$ cat src/rtl/tapped_shift_line.sv
// Bidirectional tapped shift line with fill tracking, eviction output and registered tap read.
// Define SHIFT_SUM_EN to enable the registered running sum of all stages on sum_out.
module tapped_shift_line #(
  parameter  int WIDTH = 8,
  parameter  int DEPTH = 8,
  localparam int TAP_W = $clog2(DEPTH),
  localparam int SUM_W = WIDTH + $clog2(DEPTH)
) (
  input  logic                   clk,
  input  logic                   rst,
  input  logic                   shift_en,
  input  logic                   dir,
  input  logic                   clear,
  input  logic [WIDTH-1:0]       data_in,
  output logic [WIDTH*DEPTH-1:0] stages,
  output logic                   full,
  output logic [TAP_W:0]         fill,
  output logic                   evict_valid,
  output logic [WIDTH-1:0]       evict_data,
  input  logic [TAP_W-1:0]       tap_sel,
  output logic [WIDTH-1:0]       tap_data,
  output logic                   tap_err,
  output logic [SUM_W-1:0]       sum_out
);

  localparam logic [TAP_W:0] FILL_MAX = (TAP_W+1)'(DEPTH);

  logic [WIDTH-1:0] stage_q [DEPTH];
  logic [WIDTH-1:0] stage_d [DEPTH];
  logic [TAP_W:0]   fill_q, fill_d;
  logic             full_q, full_d;
  logic             evict_valid_q, evict_valid_d;
  logic [WIDTH-1:0] evict_data_q, evict_data_d;
  logic [WIDTH-1:0] tap_data_q, tap_data_d;
  logic             tap_err_q, tap_err_d;
  logic [WIDTH-1:0] outgoing;
  logic             do_shift;

  assign do_shift = shift_en && !clear;
  assign outgoing = dir ? stage_q[0] : stage_q[DEPTH-1];

  // Each stage picks its neighbour on the upstream side of the current direction.
  for (genvar gi = 0; gi < DEPTH; gi++) begin : g_stage
    logic [WIDTH-1:0] from_lo;
    logic [WIDTH-1:0] from_hi;
    if (gi == 0) begin : g_lo_in
      assign from_lo = data_in;
    end else begin : g_lo_prev
      assign from_lo = stage_q[gi-1];
    end
    if (gi == DEPTH-1) begin : g_hi_in
      assign from_hi = data_in;
    end else begin : g_hi_next
      assign from_hi = stage_q[gi+1];
    end
    assign stage_d[gi] = clear    ? '0 :
                         shift_en ? (dir ? from_hi : from_lo) :
                                    stage_q[gi];
    assign stages[gi*WIDTH +: WIDTH] = stage_q[gi];
  end

  always_comb begin
    fill_d        = fill_q;
    evict_valid_d = 1'b0;
    evict_data_d  = evict_data_q;
    if (clear) begin
      fill_d = '0;
    end else if (shift_en) begin
      if (fill_q != FILL_MAX) fill_d = fill_q + 1'b1;
      evict_valid_d = full_q;
      if (full_q) evict_data_d = outgoing;
    end
    full_d = (fill_d == FILL_MAX);
  end

  // Out-of-range selects only exist when DEPTH is not a power of two.
  always_comb begin
    tap_err_d  = ({1'b0, tap_sel} >= FILL_MAX);
    tap_data_d = tap_err_d ? '0 : stage_q[tap_sel];
  end

  always_ff @(posedge clk or posedge rst) begin
    if (rst) begin
      for (int i = 0; i < DEPTH; i++) stage_q[i] <= '0;
      fill_q        <= '0;
      full_q        <= 1'b0;
      evict_valid_q <= 1'b0;
      evict_data_q  <= '0;
      tap_data_q    <= '0;
      tap_err_q     <= 1'b0;
    end else begin
      for (int i = 0; i < DEPTH; i++) stage_q[i] <= stage_d[i];
      fill_q        <= fill_d;
      full_q        <= full_d;
      evict_valid_q <= evict_valid_d;
      evict_data_q  <= evict_data_d;
      tap_data_q    <= tap_data_d;
      tap_err_q     <= tap_err_d;
    end
  end

  assign fill        = fill_q;
  assign full        = full_q;
  assign evict_valid = evict_valid_q;
  assign evict_data  = evict_data_q;
  assign tap_data    = tap_data_q;
  assign tap_err     = tap_err_q;

`ifdef SHIFT_SUM_EN
  logic [SUM_W-1:0] sum_q, sum_d;

  // Stages start at zero, so subtracting the outgoing value keeps the sum exact.
  always_comb begin
    sum_d = sum_q;
    if (clear) sum_d = '0;
    else if (do_shift) sum_d = sum_q + SUM_W'(data_in) - SUM_W'(outgoing);
  end

  always_ff @(posedge clk or posedge rst) begin
    if (rst) sum_q <= '0;
    else     sum_q <= sum_d;
  end

  assign sum_out = sum_q;
`else
  logic unused_shift;
  assign unused_shift = do_shift;
  assign sum_out      = '0;
`endif

endmodule

$ cat config.mk
export PLATFORM = sky130hd
export DESIGN_NAME = tapped_shift_line
export DESIGN_NICKNAME = d
export VERILOG_FILES = /design/src/rtl/tapped_shift_line.sv
export SDC_FILE = /design/constraint.sdc
export NUM_CORES = 1
export LEC_CHECK = 0
export ABC_CLOCK_PERIOD_IN_PS = 2860
export CORE_MARGIN = 5
export CORE_UTILIZATION = 45
export CTS_BUF_LIST = sky130_fd_sc_hd__clkbuf_8 sky130_fd_sc_hd__clkbuf_16
export CTS_CLUSTER_SIZE = 12
export DETAILED_ROUTE_END_ITERATION = 10
export GPL_TIMING_DRIVEN = 0
export PLACE_DENSITY = 0.84
export SYNTH_ARGS = -nofsm -noshare
export SYNTH_HDL_FRONTEND = slang
export SYNTH_SLANG_ARGS = --single-unit
$ cat constraint.sdc
create_clock -name clk -period 2.86 [get_ports clk]
set_input_delay 0.572 -clock clk [delete_from_list [all_inputs] [get_ports clk]]
set_output_delay 0.572 -clock clk [all_outputs]
set_load 0.01 [all_outputs]
==> images/class_map.png <==
Bar = 20 um.
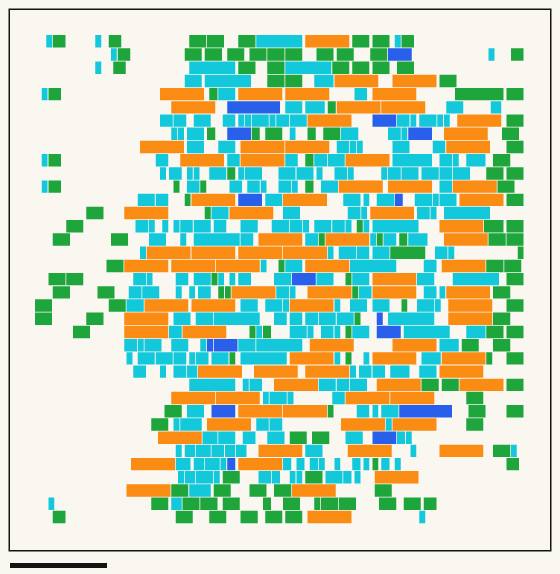
Orange stands for sequential cells, cells 86. Green stands for remaining buffers and delay cells, cells 145. Blue stands for clock drivers and dummy loads, cells 16. Cyan stands for remaining logic cells, cells 276.

==> images/clock_wires.png <==
Bar = 20 um.
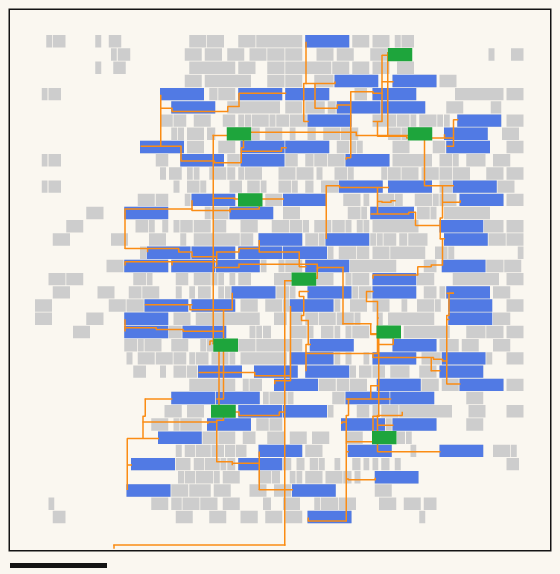
Orange stands for clock wires, length 1120 um. Green stands for clock-net drivers, count 9. Blue stands for flip-flops, count 86.
There are 10 routed clock nets.

==> images/layers.png <==
Only two layers are drawn.
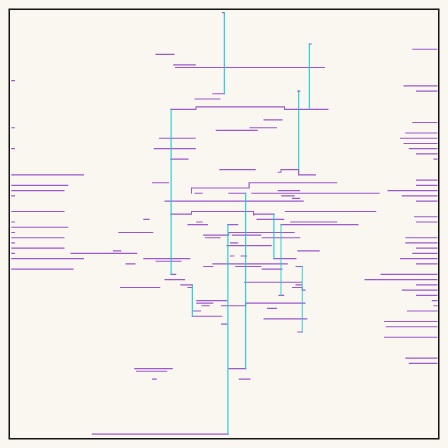
Purple stands for M3, wire length 1130 um. Cyan stands for M4, wire length 256 um.

==> images/clock_nets.png <==
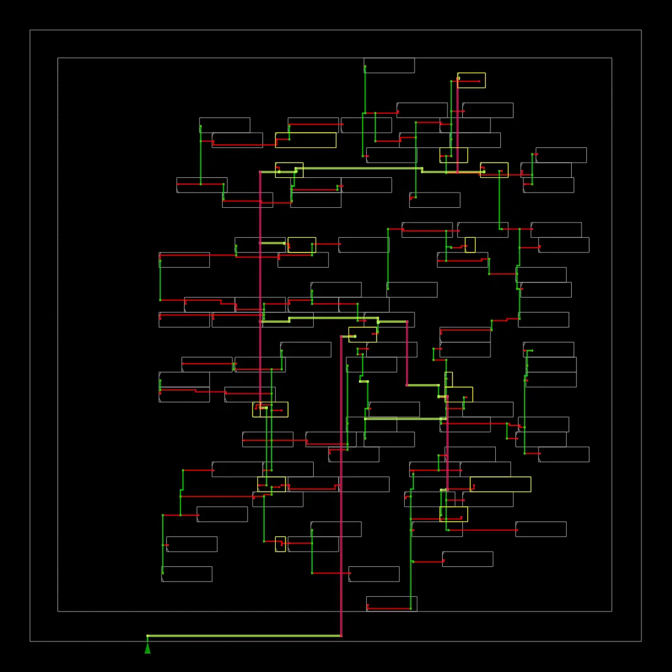
Layout Skew: 8.41 ps
flop count: 86

==> job_summary.md <==
### Metrics collected by this job

| Metric | Value |
|---|---|
| Outcome | finished, final reports clean |
| Flops after synth | roughly 86 |
| Worst Max-Slew Pin Slew | approximately 560 ps |
| Post-Synthesis Cells | approximately 400 |
| Most numerous logic cell after layout | clkdlybuf4s50_1 |
| Worst slew margin | 0.627 |
| I/O pin total | approximately 110 |
| Met2 routed WL | around 6.6 mm |
| P_clk | 0.000951 W |
| Nets@finish | roughly 540 |
| ANT nets after route | 0 |
| Post-Layout Cell Count | between 600 and 700 |
| Placed insts | 643 |
| Synth cell count leaders | dfrtp_1 (86), mux2i_1 (74), nor2_1 (66) |
| Adder share | 0.00543 |
| Met1 usage | 0.303 |
| Final hold slack | ~480 ps |
| Post-CTS sizing | 0 |
| Vias in the first global route | 3747 |
| Min-delay worst type | input pin to async pin |
| Slowest cell delay on critical path | between 500 and 600 ps |
| # Cells Yosys | around 400 |
| DRC viols | 0 |
| Cts hold-fix bufs | 0 |
| Total CTS buffers | 9 |
| Leak Pwr | between 2 and 3 nW |
| Mean Syn Cell Area | roughly 12 um^2 |
| Multi-In Gates | 272 |
| Area after DPL | 5800 um^2 |
Power is estimated from default activity; no workload was simulated.
